## config.mk

```make
export PLATFORM = sky130hd
export DESIGN_NAME = dec_scan_ctrl
export DESIGN_NICKNAME = d
export VERILOG_FILES = /design/src/rtl/dec_scan_pkg.sv /design/src/rtl/dec_scan_ctrl_dwell_timer.sv /design/src/rtl/dec_scan_ctrl.sv
export SDC_FILE = /design/constraint.sdc
export NUM_CORES = 1
export LEC_CHECK = 0
export CORE_MARGIN = 1
export CORE_UTILIZATION = 53
export DETAILED_ROUTE_END_ITERATION = 8
export PLACE_DENSITY = 0.86
export SYNTH_ARGS = -nofsm -noshare
export SYNTH_HDL_FRONTEND = slang
export SYNTH_HIERARCHICAL = 1
export SYNTH_SLANG_ARGS = --single-unit
export TNS_END_PERCENT = 30
```

## constraint.sdc

```tcl
create_clock -name clk -period 3 [get_ports clk]
set_clock_uncertainty 0.2 [all_clocks]
set_input_delay 0.6 -clock clk [delete_from_list [all_inputs] [get_ports clk]]
set_output_delay 0.6 -clock clk [all_outputs]
set_load 0.01 [all_outputs]
```

## src/rtl/dec_scan_pkg.sv

```systemverilog
// Shared types and constants for the decoder scan controller.
package dec_scan_pkg;

    typedef enum logic [1:0] {
        IDLE   = 2'd0,
        ACTIVE = 2'd1,
        BLANK  = 2'd2
    } scan_state_t;

    localparam int   SEL_W        = 3;
    localparam int   NUM_IDX      = 8;
    localparam logic MODE_CONT    = 1'b0;
    localparam logic MODE_ONESHOT = 1'b1;

endpackage

```

## src/rtl/dec_scan_ctrl_dwell_timer.sv

```systemverilog
// Per-index dwell timer: loads the dwell count and flags its final cycle.
module dwell_timer #(
    parameter int W = 8
) (
    input  logic         clk,
    input  logic         rst,
    input  logic         load,
    input  logic [W-1:0] load_val,
    output logic         expire
);

    logic [W-1:0] cnt;

    // Load on entry to ACTIVE, then count down and park at zero.
    always_ff @(posedge clk) begin
        if (rst)
            cnt <= '0;
        else if (load)
            cnt <= load_val;
        else if (cnt != '0)
            cnt <= cnt - W'(1);
    end

    // A count of 1 marks the last active cycle of the current index.
    assign expire = (cnt == W'(1));

endmodule

```

## src/rtl/dec_scan_ctrl.sv

```systemverilog
// Scan controller that walks a 3-to-8 decoder through all indices with a
// programmable dwell and a one-cycle blanking gap between indices.
import dec_scan_pkg::*;

module dec_scan_ctrl #(
    parameter int DWELL_W = 8
) (
    input  logic               clk,
    input  logic               rst,
    input  logic               start,
    input  logic               stop,
    input  logic               mode,
    input  logic [DWELL_W-1:0] dwell,
    output logic [SEL_W-1:0]   sel,
    output logic               en,
    output logic               busy,
    output logic               done,
    output logic               wrap
);

    scan_state_t        state, state_d;
    logic               mode_q;
    logic [DWELL_W-1:0] dwell_q, dwell_eff, load_val;
    logic               start_ok, last_idx, expire, load;
    logic [SEL_W-1:0]   sel_d;
    logic               en_d, busy_d, done_d, wrap_d;

    // A dwell of zero would never expire, so it is promoted to one.
    assign dwell_eff = (dwell == '0) ? DWELL_W'(1) : dwell;
    assign start_ok  = (state == IDLE) && start && !stop;
    assign last_idx  = (sel == SEL_W'(NUM_IDX - 1));
    assign load      = (state_d == ACTIVE) && (state != ACTIVE);
    // On the accepting start the latched copy is not yet valid, so bypass it.
    assign load_val  = (state == IDLE) ? dwell_eff : dwell_q;

    dwell_timer #(.W(DWELL_W)) u_timer (
        .clk      (clk),
        .rst      (rst),
        .load     (load),
        .load_val (load_val),
        .expire   (expire)
    );

    // Capture scan parameters only when a scan is accepted.
    always_ff @(posedge clk) begin
        if (rst) begin
            dwell_q <= '0;
            mode_q  <= MODE_CONT;
        end else if (start_ok) begin
            dwell_q <= dwell_eff;
            mode_q  <= mode;
        end
    end

    // State register.
    always_ff @(posedge clk) begin
        if (rst)
            state <= IDLE;
        else
            state <= state_d;
    end

    // Next-state logic; stop aborts from any busy state.
    always_comb begin
        state_d = state;
        case (state)
            IDLE:    if (start_ok) state_d = ACTIVE;
            ACTIVE:  if (stop) state_d = IDLE;
                     else if (expire) state_d = BLANK;
            BLANK:   if (stop || (last_idx && mode_q == MODE_ONESHOT)) state_d = IDLE;
                     else state_d = ACTIVE;
            default: state_d = IDLE;
        endcase
    end

    // Next values of the output registers, decoded from the transition.
    always_comb begin
        sel_d  = sel;
        en_d   = (state_d == ACTIVE);
        busy_d = (state_d != IDLE);
        done_d = 1'b0;
        wrap_d = 1'b0;
        if (state_d == IDLE)
            sel_d = '0;
        else if (state == BLANK && state_d == ACTIVE)
            sel_d = last_idx ? '0 : sel + SEL_W'(1);
        if (state == BLANK && !stop && last_idx) begin
            done_d = (mode_q == MODE_ONESHOT);
            wrap_d = (mode_q == MODE_CONT);
        end
    end

    // Output registers so no input reaches a port combinationally.
    always_ff @(posedge clk) begin
        if (rst) begin
            sel  <= '0;
            en   <= 1'b0;
            busy <= 1'b0;
            done <= 1'b0;
            wrap <= 1'b0;
        end else begin
            sel  <= sel_d;
            en   <= en_d;
            busy <= busy_d;
            done <= done_d;
            wrap <= wrap_d;
        end
    end

endmodule

```

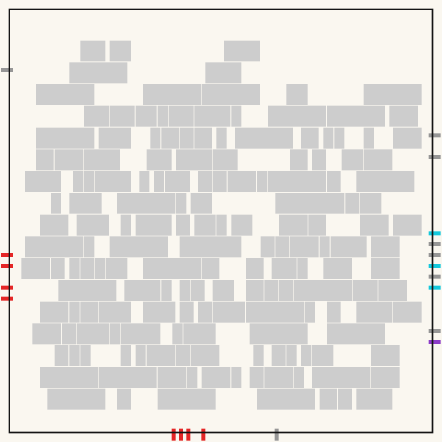
Fig. 1. Pin placement.
(8 px per um) Pins as bars across the die edge, other pins in gray.
`sel` -> cyan  # pins 3, direction output, edge right
`wrap` -> purple  # pins 1, direction output, edge right
`dwell` -> red  # pins 8, direction input, edge 4 bottom, 4 left
die boundary width: 52.7 um
die height: 52.7 um
Port-buffer cells: 19

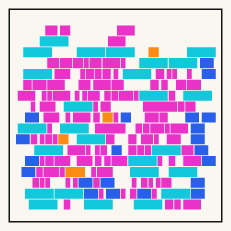
Fig. 2. Cells colored by class.
(4 px per um)
remaining logic cells -> magenta  # cells 115
clock drivers and dummy loads -> orange  # cells 4
registers -> cyan  # cells 26
remaining buffers and delay cells -> blue  # cells 21
finished layout cell area: 1600 um2
num rows: 18
flop share of the area: 0.326
core area: 2450 um2

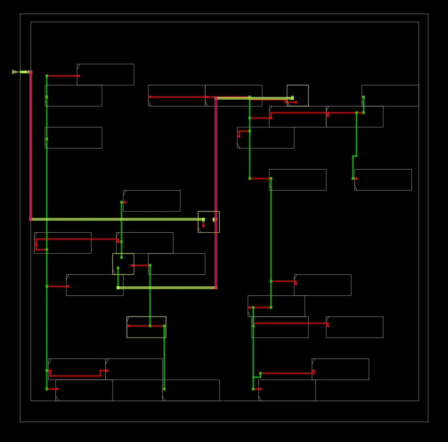
Fig. 3. Clock nets.
Clock group: 178 uW
CTS buffer count: 3
CTS Sinks: 26
clk ins delay skew pair: 0.33 ns
Seq cells: 26

==> qor.csv <==
metric,value,unit
status,"finished, final reports clean",
GPL Wtd Cong,0.804,
CP startpoint,sel[0]$_SDFFE_PP0P_,
DR iter-0 viols,5,
Post-Place Cells,192,
ys async rst share,0,
largest net degree at the start of global routing,15,
crit path DAT,2.31,ns
HP Class,register to register,
GRT overflow,0,
Routed Antenna Nets,0,
NonClk Buf Share,0.129,
Clock Power Share,0.168,
setup TNS,0,ns
largest area contributor in the netlist,dfxtp_1,
ANT cells,0,
Final Hold Violation Tally,0,
Root Buffer,clkbuf_4,
multi-input gates,110,
Complex Gates by Area,0.133,
Reg area,520,um2
Synth top area share,0.382,
main area contributors,"dfxtp_1 38%, mux2_2 5.8%, nand2_1 5.8%",
"Buffers, non-clock",21,
Layout area overhead,17.1,%
clk_buf instances,4,
main logic family after synthesis,simple AND/OR/NAND/NOR gates,
Mean Syn Cell Area,9.28,um2
distinct lib cells,39,
vias per cell,5.45,
sequential power share,0.445,
DRC,0,
worst-case vdd ir drop,597,uV
Synth Net Count,165,
pre-CTS setup slack,0.482,ns
sequential power,470,uW
tool warnings,28,
Crit Path Max Fanout,6,
Final HPWL DP,1.94,mm
# IOs,20,
yosys cell count,147,
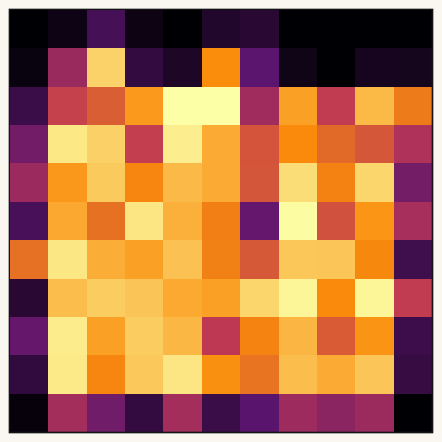
Fig. 4. Placement density heat map.
(8 px per um) The die is cut into 11 by 11 equal tiles; black is low, pale yellow is high, 0 to 100% covered.
emptiest ninth of the die = top right
mean over tiles = 56%
tiles over 75% full = 41%
Final Core Density: 0.650
fp_density: 0.556

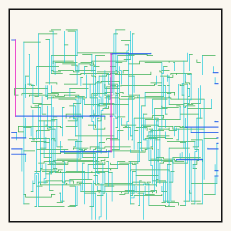
Fig. 5. Metal layers overlaid.
(4 px per um)
M2 -> cyan  # wire length 1350 um
M3 -> blue  # wire length 84.6 um
M4 -> magenta  # wire length 43.5 um
M1 -> green  # wire length 1080 um
DR vias: 1068
final WL: 2.56 mm
total global-route track usage: 0.225

[metal layers]
layer  vias up  share of wire  global-route usage
met4         0          0.017              0.0921
met3         5          0.033              0.0609
li1        553              -                   -
met5         -              0                   0
met1       490           0.42               0.227
met2        20           0.53               0.426
[flip-flops by register name, indices dropped and copies added, names as in the netlist]
name         flops
state            2
en               1
mode_q           1
u_timer/cnt      8
wrap             1
done             1
busy             1
sel              3
dwell_q          8
[worst max-delay path: stages, from the launching register on]
cell      delay, ns
dfxtp_1        0.37
ha_1           0.22
ha_1           0.23
nand3_1        0.10
o21ai_0        0.08
nor3_1         0.19
nand2b_1       0.19
nor4_4         0.06
or2_1          0.35
a211oi_2       0.20
Power and IR drop assume default switching activity.
